==> images/congestion.png <==
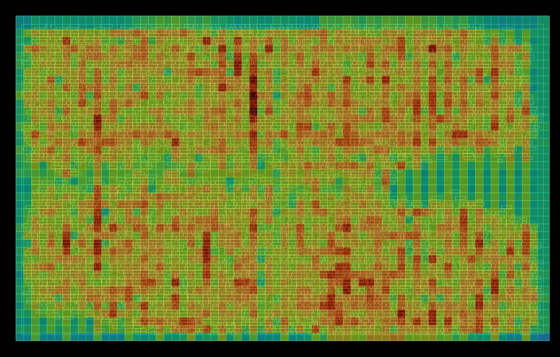
==> images/wires.png <==
Two of the layers only.
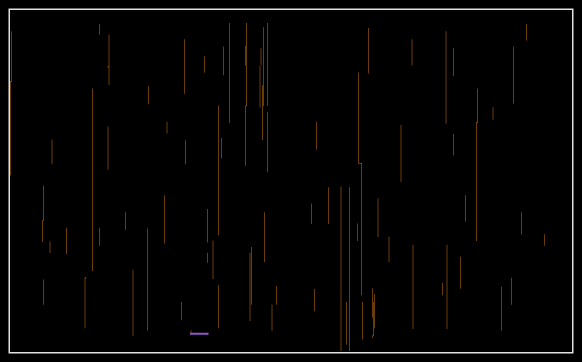
==> src/rtl/mtd_pkg.sv <==
// Shared constants, sample type and width helper for the multi-tap delay line.
// Latency: n/a (package only).
// Backpressure: n/a (package only).
package mtd_pkg;

    localparam int MTD_N_CH  = 4;
    localparam int MTD_DW    = 13;
    localparam int MTD_DEPTH = 32;

    typedef logic signed [MTD_DW-1:0] sample_t;

    // Number of address bits needed to index 'value' distinct entries.
    function automatic int clog2(input int value);
        int result;
        int v;
        result = 0;
        v      = value - 1;
        while (v > 0) begin
            result++;
            v = v >> 1;
        end
        return result;
    endfunction

endpackage

==> src/rtl/mtd_channel.sv <==
// One delay channel: shift storage, tap clamp/error, fill counter, registered output.
// Latency: tap_q ce-samples of delay plus one clk output register.
// Backpressure: none; ce is a sample strobe, nothing shifts or updates while it is low.
module mtd_channel
    import mtd_pkg::*;
#(
    parameter int             DW    = MTD_DW,
    parameter int             DEPTH = MTD_DEPTH,
    parameter logic [DW-1:0]  INIT  = '0,
    localparam int            TAP_W = clog2(DEPTH)
) (
    input  logic                 clk,
    input  logic                 rst,
    input  logic                 i_ce,
    input  logic signed [DW-1:0] i_din,
    input  logic [TAP_W-1:0]     i_tap,
    input  logic                 i_bypass,
    input  logic                 i_err_clr,
    output logic signed [DW-1:0] o_dout,
    output logic                 o_dout_valid,
    output logic                 o_tap_err
);

    // Storage holds DEPTH-1 past samples; the current din covers a delay of zero.
    localparam int             SR_N     = DEPTH - 1;
    localparam int             SR_AW    = (SR_N > 1) ? clog2(SR_N) : 1;
    localparam logic [TAP_W:0] TAP_MAX  = (TAP_W+1)'(DEPTH - 1);
    localparam logic [TAP_W:0] FILL_MAX = (TAP_W+1)'(DEPTH);

    logic signed [DW-1:0] r_sr [SR_N];
    logic [TAP_W-1:0]     r_tap_q;
    logic                 r_byp_q;
    logic [TAP_W:0]       r_fill;
    logic                 r_tap_err;
    logic signed [DW-1:0] r_dout;
    logic                 r_dout_valid;

    logic                 w_tap_over;
    logic [TAP_W-1:0]     w_tap_clamp;
    logic [SR_AW-1:0]     w_rd_addr;
    logic signed [DW-1:0] w_sel_dat;
    logic                 w_vld_n;
    logic signed [DW-1:0] w_dout_n;

    // Non-power-of-two depths leave tap codes above DEPTH-1 that must be clamped.
    assign w_tap_over  = {1'b0, i_tap} > TAP_MAX;
    assign w_tap_clamp = w_tap_over ? TAP_MAX[TAP_W-1:0] : i_tap;

    // Entry k of storage holds the sample accepted k+1 strobes ago.
    assign w_rd_addr = SR_AW'(r_tap_q - TAP_W'(1));
    assign w_sel_dat = (r_byp_q || (r_tap_q == '0)) ? i_din : r_sr[w_rd_addr];
    assign w_vld_n   = r_byp_q || (r_fill >= {1'b0, r_tap_q});

`ifdef MTD_INVALID_ZERO_EN
    assign w_dout_n = w_vld_n ? w_sel_dat : '0;
`else
    assign w_dout_n = w_sel_dat;
`endif

    // Shift array: plain data movement only, so it maps onto shift-register primitives.
    always_ff @(posedge clk or posedge rst) begin
        if (rst) begin
            for (int i = 0; i < SR_N; i++) begin
                r_sr[i] <= INIT;
            end
        end else if (i_ce) begin
            r_sr[0] <= i_din;
            for (int i = 1; i < SR_N; i++) begin
                r_sr[i] <= r_sr[i-1];
            end
        end
    end

    // Tap/bypass capture every clk; out-of-range error is sticky and set beats clear.
    always_ff @(posedge clk or posedge rst) begin
        if (rst) begin
            r_tap_q   <= '0;
            r_byp_q   <= 1'b0;
            r_tap_err <= 1'b0;
        end else begin
            r_tap_q <= w_tap_clamp;
            r_byp_q <= i_bypass;
            if (w_tap_over) begin
                r_tap_err <= 1'b1;
            end else if (i_err_clr) begin
                r_tap_err <= 1'b0;
            end
        end
    end

    // Output update and fill count on each strobe; valid is a one-clk pulse.
    always_ff @(posedge clk or posedge rst) begin
        if (rst) begin
            r_dout       <= INIT;
            r_dout_valid <= 1'b0;
            r_fill       <= '0;
        end else if (i_ce) begin
            r_dout       <= w_dout_n;
            r_dout_valid <= w_vld_n;
            if (r_fill != FILL_MAX) begin
                r_fill <= r_fill + (TAP_W+1)'(1);
            end
        end else begin
            r_dout_valid <= 1'b0;
        end
    end

    assign o_dout       = r_dout;
    assign o_dout_valid = r_dout_valid;
    assign o_tap_err    = r_tap_err;

endmodule

==> src/rtl/multi_tap_delay.sv <==
// N_CH independent programmable delay lines sharing one sample strobe; MTD_INVALID_ZERO_EN zeroes invalid outputs.
// Latency: per channel, tap ce-samples plus one clk register; tap/bypass changes act one clk later.
// Backpressure: none; the block accepts a sample on every ce and never stalls.
module multi_tap_delay
    import mtd_pkg::*;
#(
    parameter int  N_CH  = MTD_N_CH,
    parameter int  DW    = MTD_DW,
    parameter int  DEPTH = MTD_DEPTH,
    parameter int  INIT  = 0,
    localparam int TAP_W = clog2(DEPTH)
) (
    input  logic                  clk,
    input  logic                  rst,
    input  logic                  ce,
    input  logic [N_CH*DW-1:0]    din,
    input  logic [N_CH*TAP_W-1:0] tap,
    input  logic [N_CH-1:0]       bypass,
    input  logic                  err_clr,
    output logic [N_CH*DW-1:0]    dout,
    output logic [N_CH-1:0]       dout_valid,
    output logic [N_CH-1:0]       tap_err
);

    localparam logic [DW-1:0] INIT_S = DW'(INIT);

    // One fully independent channel per lane; only clk, rst, ce and err_clr are shared.
    for (genvar c = 0; c < N_CH; c++) begin : g_ch
        mtd_channel #(
            .DW    (DW),
            .DEPTH (DEPTH),
            .INIT  (INIT_S)
        ) u_ch (
            .clk          (clk),
            .rst          (rst),
            .i_ce         (ce),
            .i_din        (din[c*DW +: DW]),
            .i_tap        (tap[c*TAP_W +: TAP_W]),
            .i_bypass     (bypass[c]),
            .i_err_clr    (err_clr),
            .o_dout       (dout[c*DW +: DW]),
            .o_dout_valid (dout_valid[c]),
            .o_tap_err    (tap_err[c])
        );
    end

endmodule

==> config.mk <==
export PLATFORM = sky130hd
export DESIGN_NAME = multi_tap_delay
export DESIGN_NICKNAME = d
export VERILOG_FILES = /design/src/rtl/mtd_pkg.sv /design/src/rtl/mtd_channel.sv /design/src/rtl/multi_tap_delay.sv
export SDC_FILE = /design/constraint.sdc
export NUM_CORES = 2
export LEC_CHECK = 0
export CAP_MARGIN = 20
export CORE_ASPECT_RATIO = 0.6
export CORE_MARGIN = 5
export CORE_UTILIZATION = 60
export CTS_BUF_LIST = sky130_fd_sc_hd__clkbuf_4 sky130_fd_sc_hd__clkbuf_8 sky130_fd_sc_hd__clkbuf_16
export CTS_CLUSTER_DIAMETER = 40
export CTS_CLUSTER_SIZE = 16
export DETAILED_ROUTE_END_ITERATION = 8
export GPL_ROUTABILITY_DRIVEN = 0
export PLACE_DENSITY = 0.77
export SYNTH_ARGS = -nofsm -noshare
export SYNTH_HDL_FRONTEND = slang
export SYNTH_SLANG_ARGS = --single-unit
==> constraint.sdc <==
create_clock -name clk -period 84.1 [get_ports clk]
set_clock_uncertainty 0.1 [all_clocks]
set_input_delay 12.615 -clock clk [delete_from_list [all_inputs] [get_ports clk]]
set_output_delay 12.615 -clock clk [all_outputs]
set_load 0.005 [all_outputs]
==> flow_summary.json <==
{
  "status": "finished clean",
  "end_kind": "flip-flop",
  "area_share_nonclk_buffers_pct": 2.41,
  "min_from": "g_ch[2].u_ch.o_dout[4]",
  "buffers_excl_clock": 207,
  "crit_top_cell": "buf_4",
  "ff_count": 1716,
  "reg2reg_slack_ps": 79320,
  "maxPowerGroup": "registers",
  "worstHoldEndpoint": "g_ch[2].u_ch.o_dout[4]",
  "ys_warn_count": 0,
  "antenna_left": 0,
  "worst-path-buf-inv": 5,
  "final-clk-cell-share_pct": 5.98,
  "synthMuxAreaShare_pct": 35.0,
  "pin_count": 140,
  "top_cell_area_share_pct": 55.7,
  "power_density_nw_per_um2": 32.1,
  "r2r_start": "g_ch[3].u_ch.r_tap_q[0]",
  "numClockSinks": 1716,
  "r2r-end": "g_ch[3].u_ch.o_dout[0]",
  "power_frac_seq_pct": 50.6,
  "min-delay-path-class": "flip-flop to flip-flop",
  "slew_violations": 0,
  "intPower_mw": 1.96,
  "cp.required_ps": 84670,
  "area_growth_pct": 10.4,
  "inverters": 69,
  "nClkBuffers": 173,
  "post_cts_resize_count": 0,
  "topCellsByArea": "dfrtp_1 56%, mux2_2 24%, mux4_2 9.6%, mux2i_1 1.6%, clkbuf_1 1.4%",
  "powerSeq_mw": 1.38,
  "drcViolationCount": 0,
  "dp_hpwl_mm": 90.1,
  "final_hold_viol_count": 0,
  "comb_cells": 2949,
  "path_delay_family": "buffers and inverters"
}
Back to the opening pictures, congestion.png:
M2 GR Usage: 34.9%
GRT met3 Usage: 3.30%

Back to the opening pictures, wires.png:
color	layer	wire length
purple	metal 5	13.8 µm
orange	metal 4	3280 µm
Total Routing Usage GR: 22.8%
routed len/inst: 22.1 µm
vias: 42520

-- synth_stat cells (32+ instances only) --
library cell  count
mux2_2         1627
a221o_1          37
o211ai_1         48
ha_1             32
nand2_1         196
nor2_1          109
mux4_2          328
dfrtp_1        1716
o221ai_1         38
buf_2            48
clkbuf_1        283
o21ai_0          75
mux2i_1         123
inv_1            69
a31oi_1          35
-- registers in the layout, indices dropped and copies added, names as in the netlist --
register,cells
g_ch.u_ch.r_sr,1612
g_ch.u_ch.o_dout,52
g_ch.u_ch.r_byp_q,4
g_ch.u_ch.r_fill,24
g_ch.u_ch.o_dout_valid,4
g_ch.u_ch.r_tap_q,20
-- tightest hold or removal path, stage by stage, from the launching register on --
cell and delay, ps:
dfrtp_1 340, a21oi_1 70, nand2_1 50
